$ cat src/rtl/mest_pro_output_seq.sv
`default_nettype none
// == mest_pro_output_seq: reads words from output memory and shows them as dwell/gap-timed 4-bit digits, MSB first (rev 1.0) ==
module mest_pro_output_seq #(
  parameter int DATA_WIDTH = 16,
  parameter int ADDR_WIDTH = 4,
  parameter int DWELL      = 8,
  parameter int GAP        = 2
) (
  input  logic                  clk,
  input  logic                  rst,
  input  logic                  i_start,
  input  logic [ADDR_WIDTH-1:0] i_base_addr,
  input  logic [ADDR_WIDTH-1:0] i_count,
  output logic                  o_rd_en,
  output logic [ADDR_WIDTH-1:0] o_rd_addr,
  input  logic [DATA_WIDTH-1:0] i_rd_data,
  output logic [3:0]            o_mem_val,
  output logic                  o_output_enable,
  output logic                  o_busy,
  output logic                  o_done
);

  localparam int NIB     = DATA_WIDTH / 4;
  localparam int IDX_W   = (NIB > 1) ? $clog2(NIB) : 1;
  localparam int CNT_MAX = (DWELL > GAP) ? DWELL : GAP;
  localparam int CNT_W   = (CNT_MAX > 1) ? $clog2(CNT_MAX) : 1;

  localparam logic [CNT_W-1:0] DWELL_LAST = CNT_W'(DWELL - 1);
  localparam logic [CNT_W-1:0] GAP_LAST   = CNT_W'((GAP > 0) ? GAP - 1 : 0);
  localparam logic [IDX_W-1:0] IDX_TOP    = IDX_W'(NIB - 1);

  typedef enum logic [2:0] {
    S_IDLE  = 3'd0,
    S_FETCH = 3'd1,
    S_WAIT  = 3'd2,
    S_SHOW  = 3'd3,
    S_GAP   = 3'd4,
    S_DONE  = 3'd5
  } state_t;

  state_t                state, state_n;
  logic [ADDR_WIDTH-1:0] addr, addr_n;
  logic [ADDR_WIDTH-1:0] rem, rem_n;
  logic [DATA_WIDTH-1:0] word, word_n;
  logic [IDX_W-1:0]      idx, idx_n;
  logic [CNT_W-1:0]      cnt, cnt_n;
  logic                  advance;
  logic [3:0]            digit_n;

  always_comb begin
    state_n = state;
    addr_n  = addr;
    rem_n   = rem;
    word_n  = word;
    idx_n   = idx;
    cnt_n   = cnt;
    advance = 1'b0;

    case (state)
      S_IDLE: begin
        if (i_start) begin
          addr_n  = i_base_addr;
          rem_n   = i_count;
          state_n = (i_count == '0) ? S_DONE : S_FETCH;
        end
      end
      S_FETCH: state_n = S_WAIT;
      S_WAIT: begin
        word_n  = i_rd_data;
        idx_n   = IDX_TOP;
        cnt_n   = '0;
        state_n = S_SHOW;
      end
      S_SHOW: begin
        if (cnt == DWELL_LAST) begin
          cnt_n = '0;
          if (GAP > 0) state_n = S_GAP;
          else         advance = 1'b1;
        end else begin
          cnt_n = cnt + CNT_W'(1);
        end
      end
      S_GAP: begin
        if (cnt == GAP_LAST) begin
          cnt_n   = '0;
          advance = 1'b1;
        end else begin
          cnt_n = cnt + CNT_W'(1);
        end
      end
      S_DONE:  state_n = S_IDLE;
      default: state_n = S_IDLE;
    endcase

    // End of a digit: next digit of this word, next word, or finish
    if (advance) begin
      if (idx != '0) begin
        idx_n   = idx - IDX_W'(1);
        state_n = S_SHOW;
      end else if (rem > ADDR_WIDTH'(1)) begin
        addr_n  = addr + ADDR_WIDTH'(1);
        rem_n   = rem - ADDR_WIDTH'(1);
        state_n = S_FETCH;
      end else begin
        state_n = S_DONE;
      end
    end
  end

  // Outputs are registered from next-state values so they line up with the state they describe
  assign digit_n = 4'(word_n >> {idx_n, 2'b00});

  always_ff @(posedge clk) begin
    if (rst) begin
      state           <= S_IDLE;
      addr            <= '0;
      rem             <= '0;
      word            <= '0;
      idx             <= '0;
      cnt             <= '0;
      o_rd_en         <= 1'b0;
      o_rd_addr       <= '0;
      o_mem_val       <= '0;
      o_output_enable <= 1'b0;
      o_busy          <= 1'b0;
      o_done          <= 1'b0;
    end else begin
      state           <= state_n;
      addr            <= addr_n;
      rem             <= rem_n;
      word            <= word_n;
      idx             <= idx_n;
      cnt             <= cnt_n;
      o_rd_en         <= (state_n == S_FETCH);
      if (state_n == S_FETCH) o_rd_addr <= addr_n;
      o_mem_val       <= (state_n == S_SHOW) ? digit_n : 4'h0;
      o_output_enable <= (state_n == S_SHOW);
      o_busy          <= (state_n != S_IDLE);
      o_done          <= (state_n == S_DONE);
    end
  end

endmodule
`default_nettype wire

$ cat config.mk
export PLATFORM = sky130hd
export DESIGN_NAME = mest_pro_output_seq
export DESIGN_NICKNAME = d
export VERILOG_FILES = /design/src/rtl/mest_pro_output_seq.sv
export SDC_FILE = /design/constraint.sdc
export NUM_CORES = 1
export LEC_CHECK = 0
export CAP_MARGIN = 20
export CELL_PAD_IN_SITES_DETAIL_PLACEMENT = 1
export CELL_PAD_IN_SITES_GLOBAL_PLACEMENT = 2
export CORE_MARGIN = 3
export CORE_UTILIZATION = 31
export CTS_CLUSTER_DIAMETER = 100
export DETAILED_ROUTE_END_ITERATION = 7
export GPL_TIMING_DRIVEN = 0
export PLACE_DENSITY_LB_ADDON = 0.1
export SETUP_SLACK_MARGIN = 0.05
export SYNTH_ARGS = -nofsm -noshare
export SYNTH_HDL_FRONTEND = slang
export SYNTH_SLANG_ARGS = --single-unit
$ cat constraint.sdc
create_clock -name clk -period 2.3 [get_ports clk]
set_clock_uncertainty 0.1 [all_clocks]
set_input_delay 0.46 -clock clk [delete_from_list [all_inputs] [get_ports clk]]
set_output_delay 0.46 -clock clk [all_outputs]
set_load 0.01 [all_outputs]
Fig. 1: supply network
Scale bar: 20 µm. Pins as bars on the die edge.
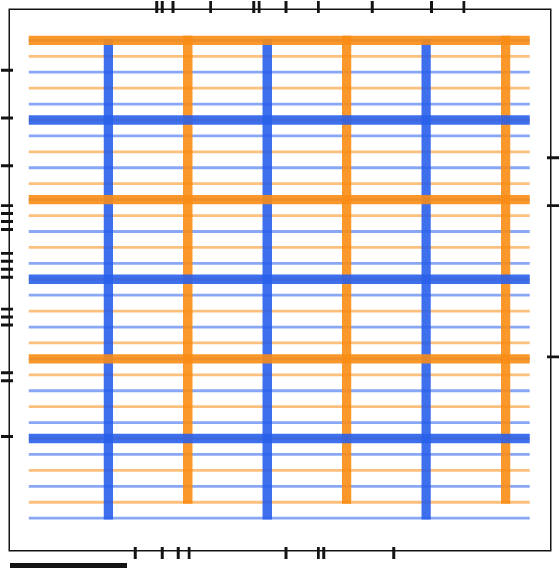
- VDD: orange
- VSS: blue
- rows: 30
- met1 rails: 31
- signal pins: 39
- met4 straps: 6
- met5 straps: 6
die span in y: 92.2 µm
Core Footprint: 6980 µm²
Max IR drop VDD: 0.309 mV
Die W: 92.2 µm

Fig. 2: placement by cell class
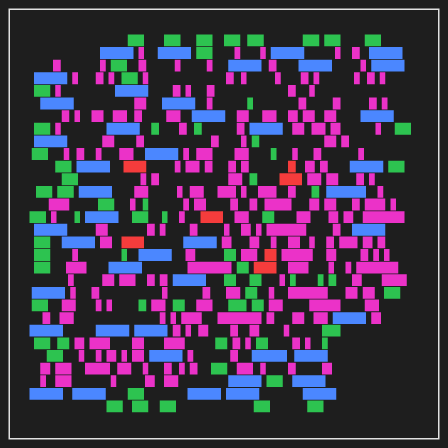
- other buffers and delay cells: green (cells 67; share of their area 19%)
- clock drivers and dummy loads: red (cells 7; share of their area 2.7%)
- flip-flops: blue (cells 44; share of their area 30%)
- all other logic: magenta (cells 217; share of their area 49%)

## worst max-delay path, stage by stage (launching register included)
cell and delay (ps):
dfxtp_4 380, ha_2 200, ha_4 160, and2_4 160, a221o_1 360, a221oi_4 270
buf_6 160, nor2_1 40, a311oi_1 240
## worst max path at each step
stage,startpoint,endpoint,slack [ps],depth (start not counted)
after floorplan,cnt[0]$_SDFFE_PP0P_,o_rd_addr[2]$_SDFFE_PP0N_,250,7
after CTS,cnt[1]$_SDFFE_PP0P_,o_rd_addr[3]$_SDFFE_PP0N_,60,9
after detailed placement,i_start,o_rd_addr[0]$_SDFFE_PP0N_,-280,6
after global routing,cnt[0]$_SDFFE_PP0P_,o_rd_addr[2]$_SDFFE_PP0N_,40,8
after global placement,i_start,o_rd_addr[0]$_SDFFE_PP0N_,-290,6
final,cnt[0]$_SDFFE_PP0P_,o_rd_addr[2]$_SDFFE_PP0N_,140,8
## state kept, by name, summed over array words and instances, names as in the netlist, 2 cells and up
signal and flops:
idx 2, word 16, state 3, o_mem_val 4
rem 4, cnt 3, o_rd_addr 4, addr 4
## power by group through the flow
stage	Combinational (W)	Clock (W)	Sequential, W
final	0.000431	0.000478	0.000853
after global routing	0.000484	0.000527	0.000861
after CTS	0.000413	0.000499	0.000853
after detailed placement	0.000392	0	0.000869
after global placement	0.000389	0	0.000868
after floorplan	0.000235	0	0.000867
## Yosys cell counts (2+ instances only)
cell	number	share of area, %
nand2_1	40	6.5
a311oi_1	2	0.76
nor3_1	12	2.6
inv_1	12	2.0
a21oi_1	29	6.3
a221oi_1	2	0.76
a31oi_1	2	0.54
nor3b_1	6	2.0
mux2i_1	3	1.3
o21ai_0	11	2.4
nand3_1	3	0.65
o31a_1	3	1.1
a32oi_1	4	1.5
o32ai_1	3	1.1
and2_1	3	0.81
and3_1	5	1.4
nor2b_1	5	1.4
and4_1	2	0.76
clkbuf_1	10	1.6
a2111oi_0	2	0.76
a21o_1	2	0.65
nor2_1	23	3.7
ha_1	7	3.8
buf_2	7	1.5
a21boi_0	3	0.98
a211oi_1	10	3.3
dfxtp_1	44	38
## layout by cell type, fill, tap and decap left out, types with 3 or more instances in the layout
| cell type | count |
|---|---|
| a211oi_1 | 7 |
| a211oi_2 | 3 |
| a21boi_0 | 3 |
| a21oi_1 | 28 |
| a32oi_1 | 4 |
| and3_1 | 5 |
| buf_2 | 6 |
| buf_4 | 10 |
| clkbuf_1 | 9 |
| clkbuf_8 | 5 |
| clkdlybuf4s50_1 | 38 |
| dfxtp_1 | 42 |
| ha_1 | 4 |
| inv_1 | 12 |
| mux2i_1 | 3 |
| nand2_1 | 40 |
| nand3_1 | 3 |
| nor2_1 | 21 |
| nor2b_1 | 5 |
| nor3_1 | 11 |
| nor3b_1 | 5 |
| o21ai_0 | 11 |
| o31a_1 | 3 |
| o32ai_1 | 3 |
## cell type report
class                      instances  area, µm²  share of cell area, %
clock inverter                     2       12.5                  0.406
inverter                          12       45.0                   1.46
multi-input combinational        205       1390                   45.2
tap                               96        120                   3.90
sequential                        44        886                   28.8
clock buffer                       5       68.8                   2.23
timing repair buffer              48        459                   14.9
buffer                            19       95.1                   3.09
==> reports/metrics.cfg <==
[routing]
drc_errors = 0
drt-wirelength-per-cell_um = 16.3
first_pass_iters = 4
vias = 2251
routed-wl-met3_um = 188
dr_wl_met2_mm = 3.21
top_layer_used = met4
vias_per_cell = 5.22
drt-met1-wl_mm = 3.58

[synth]
netlist_instances = 280
netlist_area_um2 = 2300
synth_chip_area_um2 = 2300
ys.flops = 44
ys_sh_simple_pct = 25.0
synth-async-reset-ratio_pct = 0
ys_sh_aoi_pct = 25.8
xor_area_share_pct = 0
edf_count = 0
ys_sh_mux_pct = 1.30
fa_ha_area_share_pct = 3.80
ys_seq_share_pct = 38.2
flop_cell = dfxtp_1
ys_cells = 280
avgSynthCellArea_um2 = 8.23
synth_warnings = 0

[cts]
cts_setup_buffers = 3
hold_buffers = 0
cts_max_level = 2
clockBufferDepth = 2
cts_buffers = 5
clock_latency_ps = 300
tritoncts = yes
cts_sinks = 44
clk_pin_slew_ps = 90

[pwr]
p_int_w = 0.00122
power_frac_clock_pct = 27.1
comb_power_share_pct = 24.5
p_leak_nw = 1.10
net-switching-power_w = 0.000540
p_seq_share_pct = 48.4
power.density_nw_per_um2 = 572

[grt]
antenna_found_initial = 0
grt_pass1_vias = 2236
track_usage_pct = 16.9
grt_max_degree = 14
busiest_layer = met2
overflow = 0
grt_util_met2_pct = 26.0
use_met3_pct = 3.20

[final_layout]
nNetsFinal = 369
design_area_um2 = 3080
drive_gt1_share_pct = 14.9
fin_util_pct = 44.1
area_delta_synth_final_pct = 33.7
nFillCells = 861
num_antenna_cells = 0

[floorplanning]
placementRows = 30
ioPinCount = 39
initCoreUtil_pct = 33.0
die_area_um2 = 8510

[final_timing]
slew_headroom_pct = 54.2
finalSetupViolations = 0
hold_slack_ps = 359
worstMarginPinSlew_ps = 686
fin_ws_ps = 141
grt_setup_unrepaired = false
max_freq_ghz = 0.463
min_period_ps = 2160
finalMaxSlewViolations = 0
hold_viol = 0

[run_status]
outcome = finished, final reports clean

[critical_path]
r2r-start = cnt[0]$_SDFFE_PP0P_
r2r_end = o_rd_addr[2]$_SDFFE_PP0N_
end_kind = flip-flop
r2r_cells = 8
r2r_setup_slack_ps = 140
critPathLaunchType = flip-flop
worst-path-max-fanout = 5
critPathKind = reg2reg
arrival_ps = 2270

[placement]
postPlaceCellArea_um2 = 2810
dp_hpwl_mm = 5.07
routabilityCongestion = 0.773
dp.cells = 414
portBuffers = 38

[hold_path]
hold_end = word[1]$_SDFF_PP0_
hold_path_class = reg2reg
min_path_cells = 2

[run]
cap_violations = 0
log.warning_count = 29

Power is estimated from default activity; no workload was simulated.
